==> config.mk <==
export PLATFORM = sky130hd
export DESIGN_NAME = vga_fb_line_scheduler
export DESIGN_NICKNAME = d
export VERILOG_FILES = /design/src/rtl/vga_fb_line_scheduler.sv
export SDC_FILE = /design/constraint.sdc
export NUM_CORES = 2
export LEC_CHECK = 0
export CORE_MARGIN = 2
export CORE_UTILIZATION = 25
export DETAILED_ROUTE_END_ITERATION = 7
export PLACE_DENSITY = 0.51
export REMOVE_ABC_BUFFERS = 1
export SLEW_MARGIN = 20
export SYNTH_ARGS = -nofsm -noshare
export SYNTH_HDL_FRONTEND = slang
export SYNTH_SLANG_ARGS = --single-unit
==> constraint.sdc <==
create_clock -name clk -period 7.3 [get_ports clk]
set_input_delay 1.46 -clock clk [delete_from_list [all_inputs] [get_ports clk]]
set_output_delay 1.46 -clock clk [all_outputs]
set_load 0.02 [all_outputs]
==> src/rtl/vga_fb_line_scheduler.sv <==
`default_nettype none
// ============================================================================
// Module   : vga_fb_line_scheduler
// Brief    : Shares a single-port framebuffer RAM between VGA row prefetch
//            into a double line buffer and a pixel writer; drives scanout.
// Revision : 1.0
// ============================================================================
module vga_fb_line_scheduler #(
    parameter int H_ACTIVE    = 640,
    parameter int V_ACTIVE    = 480,
    parameter int FB_W        = 160,
    parameter int FB_H        = 120,
    parameter int SCALE_SHIFT = 2,
    parameter int ADDR_W      = 15,
    parameter int DATA_W      = 8
) (
    input  logic              clk,
    input  logic              rst,
    input  logic [9:0]        xpos,
    input  logic [9:0]        ypos,
    input  logic              wr_req,
    input  logic [ADDR_W-1:0] wr_addr,
    input  logic [DATA_W-1:0] wr_data,
    output logic              wr_ack,
    output logic              mem_en,
    output logic              mem_we,
    output logic [ADDR_W-1:0] mem_addr,
    output logic [DATA_W-1:0] mem_wdata,
    input  logic [DATA_W-1:0] mem_rdata,
    output logic [DATA_W-1:0] pix_data,
    output logic              pix_valid,
    output logic              fetch_busy,
    output logic              underrun
);

    localparam int COL_W = $clog2(FB_W);

    typedef enum logic [1:0] {
        S_IDLE  = 2'd0,
        S_FETCH = 2'd1,
        S_DRAIN = 2'd2
    } state_t;

    state_t              r_state;
    state_t              w_state_nxt;
    logic                r_disp_bank;
    logic                r_fetch_bank;
    logic [COL_W-1:0]    r_col;
    logic [ADDR_W-1:0]   r_base;
    logic                r_last_read;
    logic                r_cap_valid;
    logic [COL_W-1:0]    r_cap_col;
    logic                r_cap_bank;
    logic                r_underrun;
    logic [DATA_W-1:0]   r_pix_data;
    logic                r_pix_valid;
    logic [DATA_W-1:0]   r_lb [2][FB_W];

    logic [9:0]          w_yn;
    logic                w_line_evt;
    logic                w_swap;
    logic [9:0]          w_next_row;
    logic                w_prime;
    logic                w_start;
    logic [9:0]          w_start_row;
    logic                w_start_bank;
    logic                w_rd;
    logic                w_wr;
    logic                w_busy;

    assign w_yn        = ypos + 10'd1;
    assign w_line_evt  = (xpos == 10'(H_ACTIVE));
    assign w_swap      = w_line_evt && (w_yn < 10'(V_ACTIVE))
                         && (w_yn[SCALE_SHIFT-1:0] == '0);
    assign w_next_row  = (w_yn >> SCALE_SHIFT) + 10'd1;
    assign w_prime     = w_line_evt && (ypos == 10'(V_ACTIVE));
    assign w_start     = (w_swap && (w_next_row < 10'(FB_H))) || w_prime;
    assign w_start_row = w_prime ? 10'd0 : w_next_row;
    // On a swap the bank that just stopped being displayed becomes the back bank.
    assign w_start_bank = w_swap ? r_disp_bank : ~r_disp_bank;
    assign w_busy      = (r_state != S_IDLE);

    always_comb begin
        w_state_nxt = r_state;
        w_rd        = 1'b0;
        w_wr        = 1'b0;
        case (r_state)
            S_IDLE:  w_wr = wr_req;
            S_DRAIN: begin
                w_wr        = wr_req;
                w_state_nxt = S_IDLE;
            end
            S_FETCH: begin
                if (wr_req && r_last_read) begin
                    w_wr = 1'b1;
                end else begin
                    w_rd = 1'b1;
                    if (r_col == COL_W'(FB_W - 1)) begin
                        w_state_nxt = S_DRAIN;
                    end
                end
            end
            default: w_state_nxt = S_IDLE;
        endcase
        if (w_start) begin
            w_state_nxt = S_FETCH;
        end
        // Nothing issues while reset is held, so a pending write is never acked.
        if (rst) begin
            w_rd = 1'b0;
            w_wr = 1'b0;
        end
    end

    assign mem_en     = w_rd || w_wr;
    assign mem_we     = w_wr;
    assign mem_addr   = w_wr ? wr_addr : (w_rd ? (r_base + ADDR_W'(r_col)) : '0);
    assign mem_wdata  = w_wr ? wr_data : '0;
    assign wr_ack     = w_wr;
    assign fetch_busy = w_busy;
    assign underrun   = r_underrun;
    assign pix_data   = r_pix_data;
    assign pix_valid  = r_pix_valid;

    always_ff @(posedge clk) begin
        if (rst) begin
            r_state      <= S_IDLE;
            r_disp_bank  <= 1'b0;
            r_fetch_bank <= 1'b0;
            r_col        <= '0;
            r_base       <= '0;
            r_last_read  <= 1'b0;
            r_cap_valid  <= 1'b0;
            r_cap_col    <= '0;
            r_cap_bank   <= 1'b0;
            r_underrun   <= 1'b0;
            r_pix_data   <= '0;
            r_pix_valid  <= 1'b0;
        end else begin
            r_state     <= w_state_nxt;
            r_last_read <= w_rd;
            r_cap_valid <= w_rd;
            r_cap_col   <= r_col;
            r_cap_bank  <= r_fetch_bank;
            if (w_start) begin
                r_col        <= '0;
                r_base       <= ADDR_W'(w_start_row) * ADDR_W'(FB_W);
                r_fetch_bank <= w_start_bank;
            end else if (w_rd) begin
                r_col <= (r_col == COL_W'(FB_W - 1)) ? '0 : r_col + 1'b1;
            end
            if (w_swap) begin
                r_disp_bank <= ~r_disp_bank;
                if (w_busy) begin
                    r_underrun <= 1'b1;
                end
            end
            if (xpos < 10'(H_ACTIVE) && ypos < 10'(V_ACTIVE)) begin
                r_pix_data  <= r_lb[r_disp_bank][COL_W'(xpos >> SCALE_SHIFT)];
                r_pix_valid <= 1'b1;
            end else begin
                r_pix_data  <= '0;
                r_pix_valid <= 1'b0;
            end
        end
    end

    // Line buffer storage is intentionally not reset.
    always_ff @(posedge clk) begin
        if (r_cap_valid) begin
            r_lb[r_cap_bank][r_cap_col] <= mem_rdata;
        end
    end

endmodule
`default_nettype wire

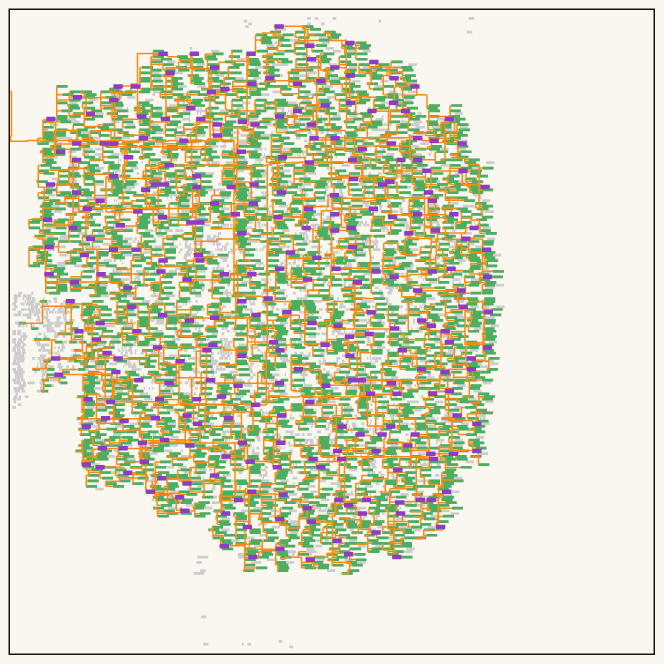
(clock distribution)
Drawn at 1 px/um.
flip-flops -> green  # count 2603
clock-net drivers -> purple  # count 281
clock wires -> orange  # length 31.7 mm
routed clock nets = 282
clk pwr: 0.0136 W
Clk pwr share: 43.6%
Clock Skew: 43.0 ps
clk latency late pin: 860 ps

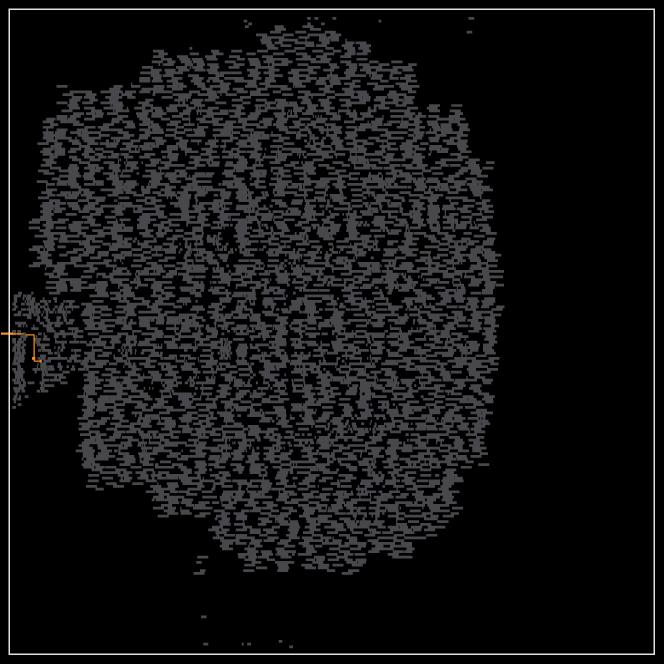
(wires at chosen ports, followed through buffers)
Drawn at 1 px/um.
wr_req -> orange  # bits 1, direction input, end cells 2, buffers 1, wire 52.7 um
I/O pin total: 91
input/output buffers: 90

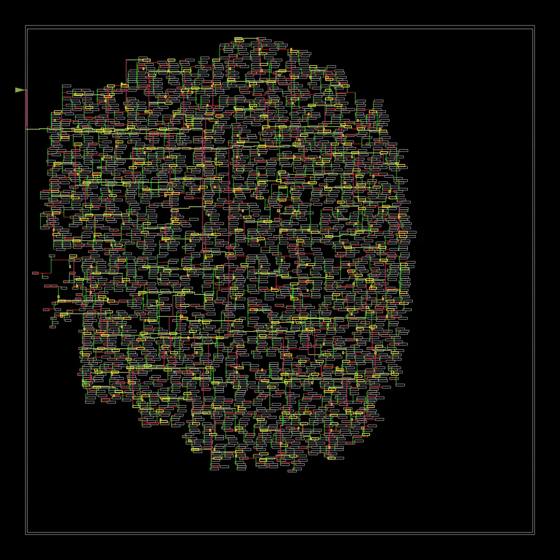
(clock routing)
flop count: 2603
clkbuf count: 353
cts bufs inserted: 281
Num Clock Sinks: 2603

==> notes.md <==
run metrics: Final ANT Viol Nets 0, most frequent logic cells in the routed design 2560 x edfxtp_1, 592 x mux4_2, 396 x nor2_1, crit share post-route 72.3%, Worst setup SP type input pin, layout net count 5269, number of global-route vias before repair 52100, slowest CP cell clkdlybuf4s50_1, Post-Place Cell Area 110000 um^2, Syn Inst Count 4973, DP HPWL 183000 um, Slew HR 13.8%, cell area after synthesis 102000 um^2, GR peak layer met2, initial drt markers 5872, htree depth 5, Log Warnings 70, post-cts resize count 0, Post-synth top flop edfxtp_1, Worst VDD drop 186 uV, Async S/R FF share, synth 0%, Die Area 414000 um^2, row cnt 234, Hold Crit Class reg -> reg, Synth Register Bits 2603, Tmin final 5280 ps, Max Freq 0.189 GHz, met3 usage 2.60%, post-route setup slack 2020 ps, Arr. time, crit path 3820 ps, first-pass GRT wire length 414000 um, final setup fails 0, via count 51300, post-cts hold-fix buffer tally 0, CTS Buffer Depth 4, Post-CTS Setup Inserts 0, all-layer global routing usage 13.9%, r2r endpoint pix_data[2]$_SDFF_PP0_, Hold Path End r_cap_bank$_SDFF_PP0_, CP Cell Sequence clkdlybuf4s50_1, buf_4, or3b_2, nor2_1, buf_4, nand2_1, nand2_1, clkdlybuf4s50_1, post-route core utilization 29.1%, Seq share, synth 76.0%, Die W 644 um, flip-flops with a built-in enable 2560, worst slew pin tran 1290 ps, synth-to-layout area growth 15.6%, DRC errors left 0, GPL Wtd Cong 0.828, final instance area 118000 um^2, ys cells 4973, Crit path required time 5840 ps, CTS Root Cell clkbuf_16, setup slack, reg-to-reg 2900 ps, maxcap violations 0, PD cells 263 nW/um^2, grt met2 use 23.0%, Fill cells 39600, core area 407000 um^2, largest net degree at the start of global routing 225, Die Span Y 644 um, wire per inst 27.4 um, yosys warns 0, CTS tree yes, CP endpoint kind output port, antenna violations before repair 13, Final Hold Fails 0, share of cells above drive strength 1 21.3%, DR vias/cell 4.73, RSZ-0062 raised after global routing no, GR Util met1 18.5%, hold_sp r_fetch_bank$_SDFFE_PP0P_, Pre-Repair DR Iteration Count 5, chip area estimate from yosys synthesis 102000 um^2, grt ovf 0, Slew Viols, Final 0, syn_area_per_cell 20.6 um^2, critical path's largest stage delay 620 ps, post-place setup slack 1320 ps, status completed, detailed-route wire length 296000 um, Hold Path Depth 1, Unique masters post-synth 75, FP Core Util 25.1%, worst hold slack 468 ps, most frequent logic cell in the layout edfxtp_1, leakage power 34.7 nW, Setup CP Type in -> out, R2R depth 9, maximum fanout along the worst path 31, CTS clk-pin slew, worst paths 60 ps
==> worst max path at each step <==
stage | slack, ps | depth (start not counted) | end | start
after floorplan | -25700 | 7 | pix_data[5]$_SDFF_PP0_ | flip-flop
after global placement | 1260 | 14 | r_base[14]$_SDFFE_PP0P_ | xpos[8]
after detailed placement | 1320 | 14 | r_base[14]$_SDFFE_PP0P_ | xpos[8]
after CTS | 2000 | 8 | mem_addr[4] | rst
after global routing | 1830 | 8 | mem_addr[4] | rst
final | 2020 | 8 | mem_addr[4] | rst
==> Yosys cell counts, types with 18 or more instances <==
cell type / number / area share, %
mux2i_1: 250 / 2.4
mux4_2: 592 / 13
a22oi_1: 34 / 0.25
a22o_1: 19 / 0.16
ha_1: 18 / 0.22
nand2_1: 175 / 0.64
buf_2: 58 / 0.28
xnor2_1: 21 / 0.18
buf_4: 28 / 0.21
o221ai_1: 26 / 0.22
nor2b_1: 28 / 0.17
and2_1: 19 / 0.12
dfxtp_1: 43 / 0.84
o22ai_1: 56 / 0.34
o21ai_0: 37 / 0.18
a211oi_1: 19 / 0.14
a21oi_1: 67 / 0.33
a221oi_1: 38 / 0.33
nor3_1: 26 / 0.13
nand3_1: 48 / 0.23
clkbuf_1: 128 / 0.47
buf_6: 43 / 0.47
nor2_1: 403 / 1.5
edfxtp_1: 2560 / 75
==> metrics by stage <==
step,TNS (ps),total power (W),cells
floorplan,-197420,0.0171,4689
global placement,0,0.0179,10300
detailed placement,0,0.0179,10300
CTS,0,0.0314,10800
global route,0,0.0320,10800
finish,0,0.0311,10800
==> cell families after synthesis <==
kind of cell	after synthesis	share of synthesized area [%]
xor gates and xnor gates	28	0.240
adders and majority gates	21	0.269
muxes	857	15.7
AOI/OAI and AO/OA	385	2.70
and+or+nand+nor	780	3.32
DFF	2603	76.0
buffers and inverters	299	1.72
==> flip-flops by register name (all words and copies together), names as in the netlist, named ones only <==
register	flops
r_cap_bank	1
r_disp_bank	1
pix_valid	1
r_col	8
underrun	1
r_lb	2560
r_base	10
r_fetch_bank	1
pix_data	8
r_state	2
r_cap_valid	1
r_cap_col	8
==> layout make-up <==
class	instances	area, um^2	area share (%)
Antenna cell	5	12.5	0.0106
Clock buffer	353	7410	6.26
Clock inverter	133	1140	0.967
Inverter	15	66.3	0.0561
Multi-Input combinational cell	2071	22900	19.3
Sequential cell	2603	77700	65.7
Tap cell	5428	6790	5.74
Timing Repair Buffer	223	2240	1.89
==> critical path, delay by kind of cell <==
kind	cells	cell delay [ps]
AND/OR/NAND/NOR	4	830
buffers and inverters	4	1510
==> per-layer routing <==
layer  part of all wire (%)  vias up  routed length (um)
met5                 0.0091        -                  27
met4                    3.0        4                8830
met3                    6.8      410               20100
met2                     49     2012              144000
met1                     42    27800              123000
li1                       -    21000                   -
==> report_power, final <==
group          total, W  switching [W]  internal (W)
logic           0.00114       0.000827      0.000315
clock network    0.0136        0.00582       0.00774
registers        0.0164     0.00000698        0.0164
Power and IR drop assume default switching activity.
